**Clock distribution**

Scale: 6 px per µm.
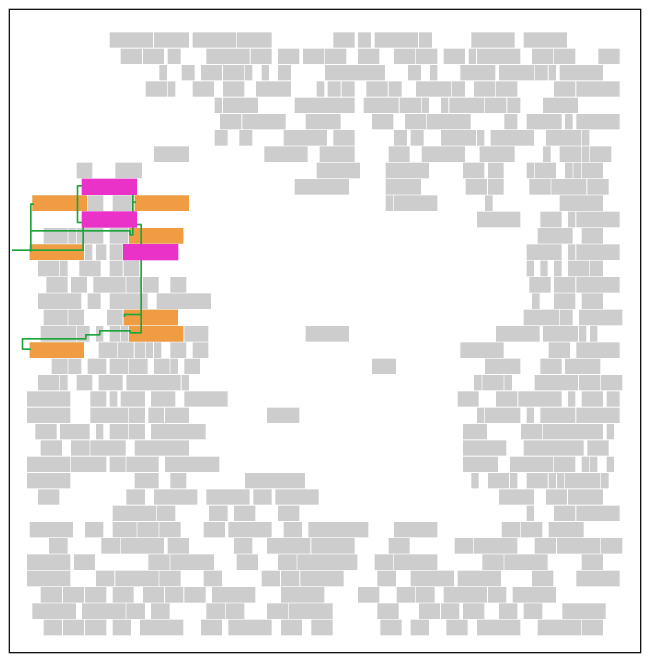
**Placed cells, one color a class**

Scale: 4 px per µm. Fill, decap, tap and diode cells in gray.
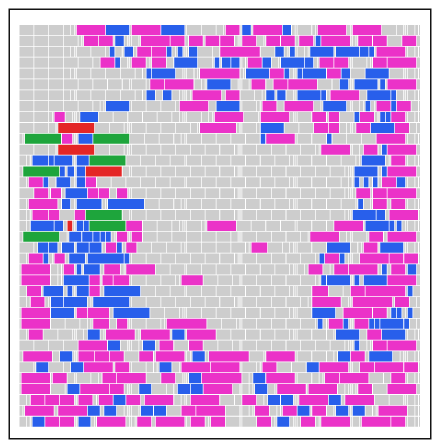
**Track usage over the die**

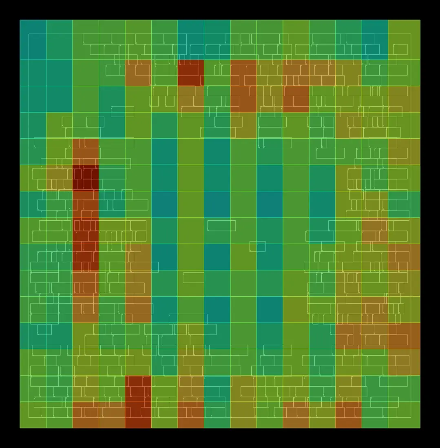
`src/rtl/mem_arbiter_if.sv`:
```
// mem_arbiter_if: cache-side and RAM-side handshake bundle for mem_arbiter
//   icache : iREN, iaddr -> arbiter; iwait, iload <- arbiter
//   dcache : dREN, dWEN, daddr, dstore -> arbiter; dwait, dload <- arbiter
//   RAM    : ramREN, ramWEN, ramaddr, ramstore <- arbiter; ramload, ramstate -> arbiter
//   status : ramerr (sticky RAM error flag) <- arbiter
//   slave modport is the arbiter view, master is the caches+RAM view
interface mem_arbiter_if;
  logic        iREN;
  logic [31:0] iaddr;
  logic        iwait;
  logic [31:0] iload;
  logic        dREN;
  logic        dWEN;
  logic [31:0] daddr;
  logic [31:0] dstore;
  logic        dwait;
  logic [31:0] dload;
  logic        ramREN;
  logic        ramWEN;
  logic [31:0] ramaddr;
  logic [31:0] ramstore;
  logic [31:0] ramload;
  logic [1:0]  ramstate;
  logic        ramerr;
  modport slave (
    input  iREN, iaddr, dREN, dWEN, daddr, dstore, ramload, ramstate,
    output iwait, iload, dwait, dload, ramREN, ramWEN, ramaddr, ramstore, ramerr
  );
  modport master (
    output iREN, iaddr, dREN, dWEN, daddr, dstore, ramload, ramstate,
    input  iwait, iload, dwait, dload, ramREN, ramWEN, ramaddr, ramstore, ramerr
  );
endinterface

```
`src/rtl/mem_arbiter.sv`:
```
// mem_arbiter: single-port RAM arbiter between icache and dcache word requests
//   CLK   : clock, rising edge
//   nRST  : asynchronous active-low reset
//   bus   : mem_arbiter_if.slave (cache requests/stalls, RAM enables/data, ramerr)
//   STARVE_MAX : consecutive dcache grants tolerated while iREN waits (1..15)
module mem_arbiter #(
  parameter int unsigned STARVE_MAX = 4
) (
  input logic          CLK,
  input logic          nRST,
  mem_arbiter_if.slave bus
);
  localparam logic [1:0] IDLE   = 2'd0;
  localparam logic [1:0] DGRANT = 2'd1;
  localparam logic [1:0] IGRANT = 2'd2;
  localparam logic [1:0] ACCESS = 2'd2;
  localparam logic [1:0] ERROR  = 2'd3;
  logic [1:0] state, state_n;
  logic [3:0] starve, starve_n;
  logic       ramerr_q;
  logic       d_req, done, force_i;
  assign d_req   = bus.dREN | bus.dWEN;
  assign done    = bus.ramstate == ACCESS;
  assign force_i = bus.iREN && (starve >= 4'(STARVE_MAX));
  always_comb begin
    state_n  = state;
    starve_n = starve;
    case (state)
      IDLE: state_n = (d_req && !force_i) ? DGRANT : bus.iREN ? IGRANT : IDLE;
      DGRANT: begin
        // starve counts dcache words served while icache kept asking
        if (done) begin
          state_n  = IDLE;
          starve_n = !bus.iREN ? 4'd0 : (starve == 4'hf) ? starve : starve + 4'd1;
        end else if (!d_req) state_n = IDLE;
      end
      IGRANT: begin
        if (done) begin
          state_n  = IDLE;
          starve_n = 4'd0;
        end else if (!bus.iREN) state_n = IDLE;
      end
      default: state_n = IDLE;
    endcase
  end
  // write wins over read when dcache raises both
  assign bus.ramREN   = (state == IGRANT) | ((state == DGRANT) & bus.dREN & ~bus.dWEN);
  assign bus.ramWEN   = (state == DGRANT) & bus.dWEN;
  assign bus.ramaddr  = (state == DGRANT) ? bus.daddr : (state == IGRANT) ? bus.iaddr : 32'd0;
  assign bus.ramstore = (state == DGRANT) ? bus.dstore : 32'd0;
  assign bus.iwait    = (state == IGRANT) ? !done : bus.iREN;
  assign bus.dwait    = (state == DGRANT) ? !done : d_req;
  assign bus.iload    = bus.ramload;
  assign bus.dload    = bus.ramload;
  assign bus.ramerr   = ramerr_q;
  always_ff @(posedge CLK or negedge nRST) begin
    if (!nRST) begin
      state    <= IDLE;
      starve   <= 4'd0;
      ramerr_q <= 1'b0;
    end else begin
      state    <= state_n;
      starve   <= starve_n;
      ramerr_q <= ramerr_q | ((state != IDLE) && (bus.ramstate == ERROR));
    end
  end
endmodule

```
`src/flat_wrapper.sv`:
```
// flat-port wrapper written by rule: the top's interface ports become plain ports
module mem_arbiter_flat 
#(
  parameter int unsigned STARVE_MAX = 4
)
  (CLK, nRST, bus_iREN, bus_iaddr, bus_dREN, bus_dWEN, bus_daddr, bus_dstore, bus_ramload, bus_ramstate, bus_iwait, bus_iload, bus_dwait, bus_dload, bus_ramREN, bus_ramWEN, bus_ramaddr, bus_ramstore, bus_ramerr);
  mem_arbiter_if bus_i ();
  input logic CLK;
  input logic nRST;
  input wire logic [$bits(bus_i.iREN)-1:0] bus_iREN;
  input wire logic [$bits(bus_i.iaddr)-1:0] bus_iaddr;
  input wire logic [$bits(bus_i.dREN)-1:0] bus_dREN;
  input wire logic [$bits(bus_i.dWEN)-1:0] bus_dWEN;
  input wire logic [$bits(bus_i.daddr)-1:0] bus_daddr;
  input wire logic [$bits(bus_i.dstore)-1:0] bus_dstore;
  input wire logic [$bits(bus_i.ramload)-1:0] bus_ramload;
  input wire logic [$bits(bus_i.ramstate)-1:0] bus_ramstate;
  output wire logic [$bits(bus_i.iwait)-1:0] bus_iwait;
  output wire logic [$bits(bus_i.iload)-1:0] bus_iload;
  output wire logic [$bits(bus_i.dwait)-1:0] bus_dwait;
  output wire logic [$bits(bus_i.dload)-1:0] bus_dload;
  output wire logic [$bits(bus_i.ramREN)-1:0] bus_ramREN;
  output wire logic [$bits(bus_i.ramWEN)-1:0] bus_ramWEN;
  output wire logic [$bits(bus_i.ramaddr)-1:0] bus_ramaddr;
  output wire logic [$bits(bus_i.ramstore)-1:0] bus_ramstore;
  output wire logic [$bits(bus_i.ramerr)-1:0] bus_ramerr;
  assign bus_i.iREN = bus_iREN;
  assign bus_i.iaddr = bus_iaddr;
  assign bus_i.dREN = bus_dREN;
  assign bus_i.dWEN = bus_dWEN;
  assign bus_i.daddr = bus_daddr;
  assign bus_i.dstore = bus_dstore;
  assign bus_i.ramload = bus_ramload;
  assign bus_i.ramstate = bus_ramstate;
  assign bus_iwait = bus_i.iwait;
  assign bus_iload = bus_i.iload;
  assign bus_dwait = bus_i.dwait;
  assign bus_dload = bus_i.dload;
  assign bus_ramREN = bus_i.ramREN;
  assign bus_ramWEN = bus_i.ramWEN;
  assign bus_ramaddr = bus_i.ramaddr;
  assign bus_ramstore = bus_i.ramstore;
  assign bus_ramerr = bus_i.ramerr;
  mem_arbiter #(.STARVE_MAX(STARVE_MAX)) u_core (.CLK(CLK), .nRST(nRST), .bus(bus_i));
endmodule
```
`config.mk`:
```
export PLATFORM = sky130hd
export DESIGN_NAME = mem_arbiter_flat
export DESIGN_NICKNAME = d
export VERILOG_FILES = /design/src/rtl/mem_arbiter_if.sv /design/src/rtl/mem_arbiter.sv /design/src/flat_wrapper.sv
export SDC_FILE = /design/constraint.sdc
export NUM_CORES = 1
export LEC_CHECK = 0
export CAP_MARGIN = 25
export CORE_AREA = 2 2 103 105
export CTS_BUF_LIST = sky130_fd_sc_hd__clkbuf_16
export DETAILED_ROUTE_END_ITERATION = 10
export DIE_AREA = 0 0 105 107
export PLACE_DENSITY = 0.65
export SLEW_MARGIN = 20
export SYNTH_ARGS = -nofsm -noshare
export SYNTH_HDL_FRONTEND = slang
export SYNTH_SLANG_ARGS = --single-unit
export TNS_END_PERCENT = 100
```
`constraint.sdc`:
```
create_clock -name CLK -period 1.5 [get_ports CLK]
set_clock_uncertainty 0.15 [all_clocks]
set_input_delay 0.225 -clock CLK [delete_from_list [all_inputs] [get_ports CLK]]
set_output_delay 0.225 -clock CLK [all_outputs]
set_load 0.1 [all_outputs]
```
==> out/qor.rpt <==
===========================================================================
EDFF count, synth                                                         0
Instance tally after logic synthesis                                    261
Unrepaired setup endpoints after global routing                         yes
Depth of the CTS H-tree                                                   1
Clock Latency Late Sink                                             0.23 ns
Slowest stage cell on the critical path                             dfrtp_1
RD Place Congestion                                                   0.814
Router iterations before antenna repair                                   4
DRC violation count after routing                                         0
Yosys warning tally                                                       0
PwrDens                                                         2640 nW/µm²
Period utilisation layout                                              133%
Pin count of the biggest net entering global routing                     24
Number of clock sinks                                                     7
Root Driver                                                       clkbuf_16
Tool warnings                                                            33
Tightest hold margin                                               0.115 ns
Residual antenna-violating net count after detailed routing               0
Pre-Place Util                                                        16.3%
Worst slew slack as a fraction of its limit                           70.9%
Slack of the critical path                                        -0.500 ns
Setup crit start kind                                             flip-flop
Number of global-route vias before repair                              2405
Post-Place Cell Area                                               4380 µm²
Final design area excluding fillers                                5020 µm²
Synth area leaders                                             buf_4 (29%), nand2_1 (16%), and2_1 (13%)
Distinct cells, synth                                                    29
Leakage Power                                                       1.98 nW
Worst setup path class                                         flip-flop to primary output
Maximum clock path buffer count                                           2
Cell chain of the critical path                                buf_6, ha_4, buf_8, buf_16, o21ai_4, buf_12
Crit end category                                              primary output
Average cell area after synthesis                                  6.31 µm²
Setup-violating endpoint count in the final report                       74
Avg WL per Cell                                                     15.2 µm
Rows                                                                     37
Reg clk slew, reported paths                                        0.04 ns
Total GRT Usage                                                       13.8%
Final number of hold-violating endpoints                                  0
DP Wirelength                                                       6.30 mm
Synthesized net count                                                   402
Summed instance area of the synthesized netlist                    1650 µm²
Largest fanout of any net on the critical path                            5
Per-cell via count in the routed design                                4.12
Core Footprint                                                    10100 µm²
Final Critical Period                                               2.00 ns
Port buffer count                                                       171
Violated checks                                                negative setup slack
Result of the run                                              finished with violations
VDD IR-drop max                                                   0.00125 V
CTS tree                                                               done
Critical path required time                                         1.12 ns
Final global-route overflow total                                         0
Pre-CTS worst setup slack                                         -0.360 ns
Critical path buffers and inverters                                       4
YS chip area                                                       1650 µm²
Initial detailed-routing violation count                                 50
Peak Freq                                                         0.500 GHz
Number of fillers in the final layout                                   939
Min-delay worst type                                           input port to async pin
Detailed Route WL                                                   8.22 mm
Horizontal extent of the die                                         105 µm
Flops out of synthesis                                                    7
TritonCTS Buffers                                                         3
First-pass GRT wire length                                          12.6 mm
Number of nets in the final layout                                      545
Final Slew Violations                                                     0
Area growth from synthesis to final layout                             205%
Top-level port count                                                    268
Highest-count logic cell in the final layout                   clkdlybuf4s50_1
Fraction of the yosys area taken by sequential cells                  10.6%
Crit path DAT                                                       1.62 ns
Routed via count                                                       2223
Post-synth ARST share                                                  100%
Cell family contributing the most delay on the critical path   buffers and inverters
Chip footprint                                                    11200 µm²
Main flop type after synthesis                                      dfrtp_1
Number of cells in the yosys synthesis report                           261
Maximum single-stage delay on the critical path                     0.42 ns
Initial antenna violation count                                           0
Share of cells above drive strength 1                                 56.3%
Most frequent logic cells in the routed design                 clkdlybuf4s50_1 (102), buf_12 (75), nand2_1 (49)
Cell accounting for the most synthesized area                         buf_4
Overall die height                                                   107 µm
Maxcap violations                                                         0
Ant diodes                                                                0
Transition time at the pin with the least slew margin              0.432 ns
Synth top area share                                                  29.2%
===========================================================================
Notes on 'clock distribution' above:
legend:
  green:
    item: clock wires
    length: 119 µm
  magenta:
    item: cells driving clock nets
    count: 3
  orange:
    item: flip-flops
    count: 7
routed clock nets: 4

Notes on 'placed cells, one color a class' above:
legend:
  blue:
    class: all other logic
    cells: 175
    share_of_their_area: 32%
  red:
    class: clock drivers and dummy loads
    cells: 4
    share_of_their_area: 1.6%
  magenta:
    class: other buffers and delay cells
    cells: 217
    share_of_their_area: 62%
  green:
    class: flops
    cells: 7
    share_of_their_area: 3.6%

Notes on 'track usage over the die' above:
layer with the highest usage after global routing: met2
fraction of met3 tracks used by global routing: 5.78%

==> path summary, 6_finish.rpt <==
path / start / to / slack [ns] / cells after the start
max in group asynchronous: nRST / u_core.starve[3] / 0.84 / 1
setup / recovery: u_core.state[0] / bus_ramaddr[9] / -0.50 / 6
min in group CLK: bus_ramload[1] / bus_dload[1] / 0.30 / 0
hold reg to reg: u_core.bus.ramerr / u_core.bus.ramerr / 0.39 / 1
hold / removal: nRST / u_core.starve[0] / 0.12 / 1
setup reg to reg: u_core.state[0] / u_core.starve[2] / -0.39 / 7
==> per-layer routing <==
| metal | share of wire [%] | vias up | GRT usage (%) |
|---|---|---|---|
| met5 | 0 | - | 0 |
| met4 | 0.50 | 0 | 1.90 |
| met3 | 9.6 | 7 | 5.78 |
| met2 | 52 | 125 | 24.6 |
| met1 | 38 | 1032 | 15.7 |
| li1 | - | 1059 | - |
==> cells in the mapped netlist, drive strengths merged (2+ instances only) <==
cell and count:
clkbuf 14, a21oi 2, nor2b 3, nand2 70, nor2 3, inv 5
and3 2, o21ai 38, buf 65, ha 6, and2 33, a31o 2
dfrtp 7
==> stage by stage <==
stage | power, W | instances | TNS [ns] | util (%)
after floorplan | 0.00850 | 261 | -18.04 | -
after global placement | 0.0112 | 513 | -21.78 | 43.4
after detailed placement | 0.0113 | 513 | -22.79 | 43.4
after CTS | 0.0131 | 538 | -32.50 | 48.9
after global routing | 0.0137 | 539 | -37.05 | 49.8
final | 0.0132 | 539 | -31.53 | 49.8
==> final cells by class <==
type                       instances  area (µm²)  share of cell area, %
clock buffer                       3        75.1                   1.50
tap                              136         170                   3.39
multi-input combinational        170        1550                   30.9
timing repair buffer             217        3030                   60.3
inverter                           5        21.3                  0.424
clock inverter                     1        3.75                 0.0748
sequential                         7         175                   3.49
==> report_power, final <==
group | internal, W | total (W) | switching (W)
Clock | 0.000347 | 0.000449 | 0.000102
Combinational | 0.00513 | 0.0124 | 0.00731
Sequential | 0.000267 | 0.000351 | 0.0000834
Total | 0.00574 | 0.0132 | 0.00750
==> repair_timing <==
| action | in CTS | in global routing |
|---|---|---|
| hold buffers | 0 | 0 |
| cloned | 7 | 1 |
| gates resized | 46 | 22 |
| setup endpoints to repair | 74 | 74 |
| setup buffers | 15 | 1 |
| pin swaps | 14 | 15 |
==> sequential cells by signal, indices dropped and copies added, names as in the netlist <==
signal,flops
u_core.state,2
u_core.bus.ramerr,1
u_core.starve,4
==> cells by family (layout without fill, tap and decap cells) <==
group                      count (synthesis)  in the layout  synth area share [%]
and+or+nand+nor                          116            116                  33.5
buffers and inverters                     84            226                  33.9
AOI/OAI and AO/OA                         46             46                  16.1
DFF                                        7              7                  10.6
adders and majority gates                  6              6                  4.56
muxes                                      2              2                  1.29
No activity file was given, so power comes from the tool's default toggle rates.
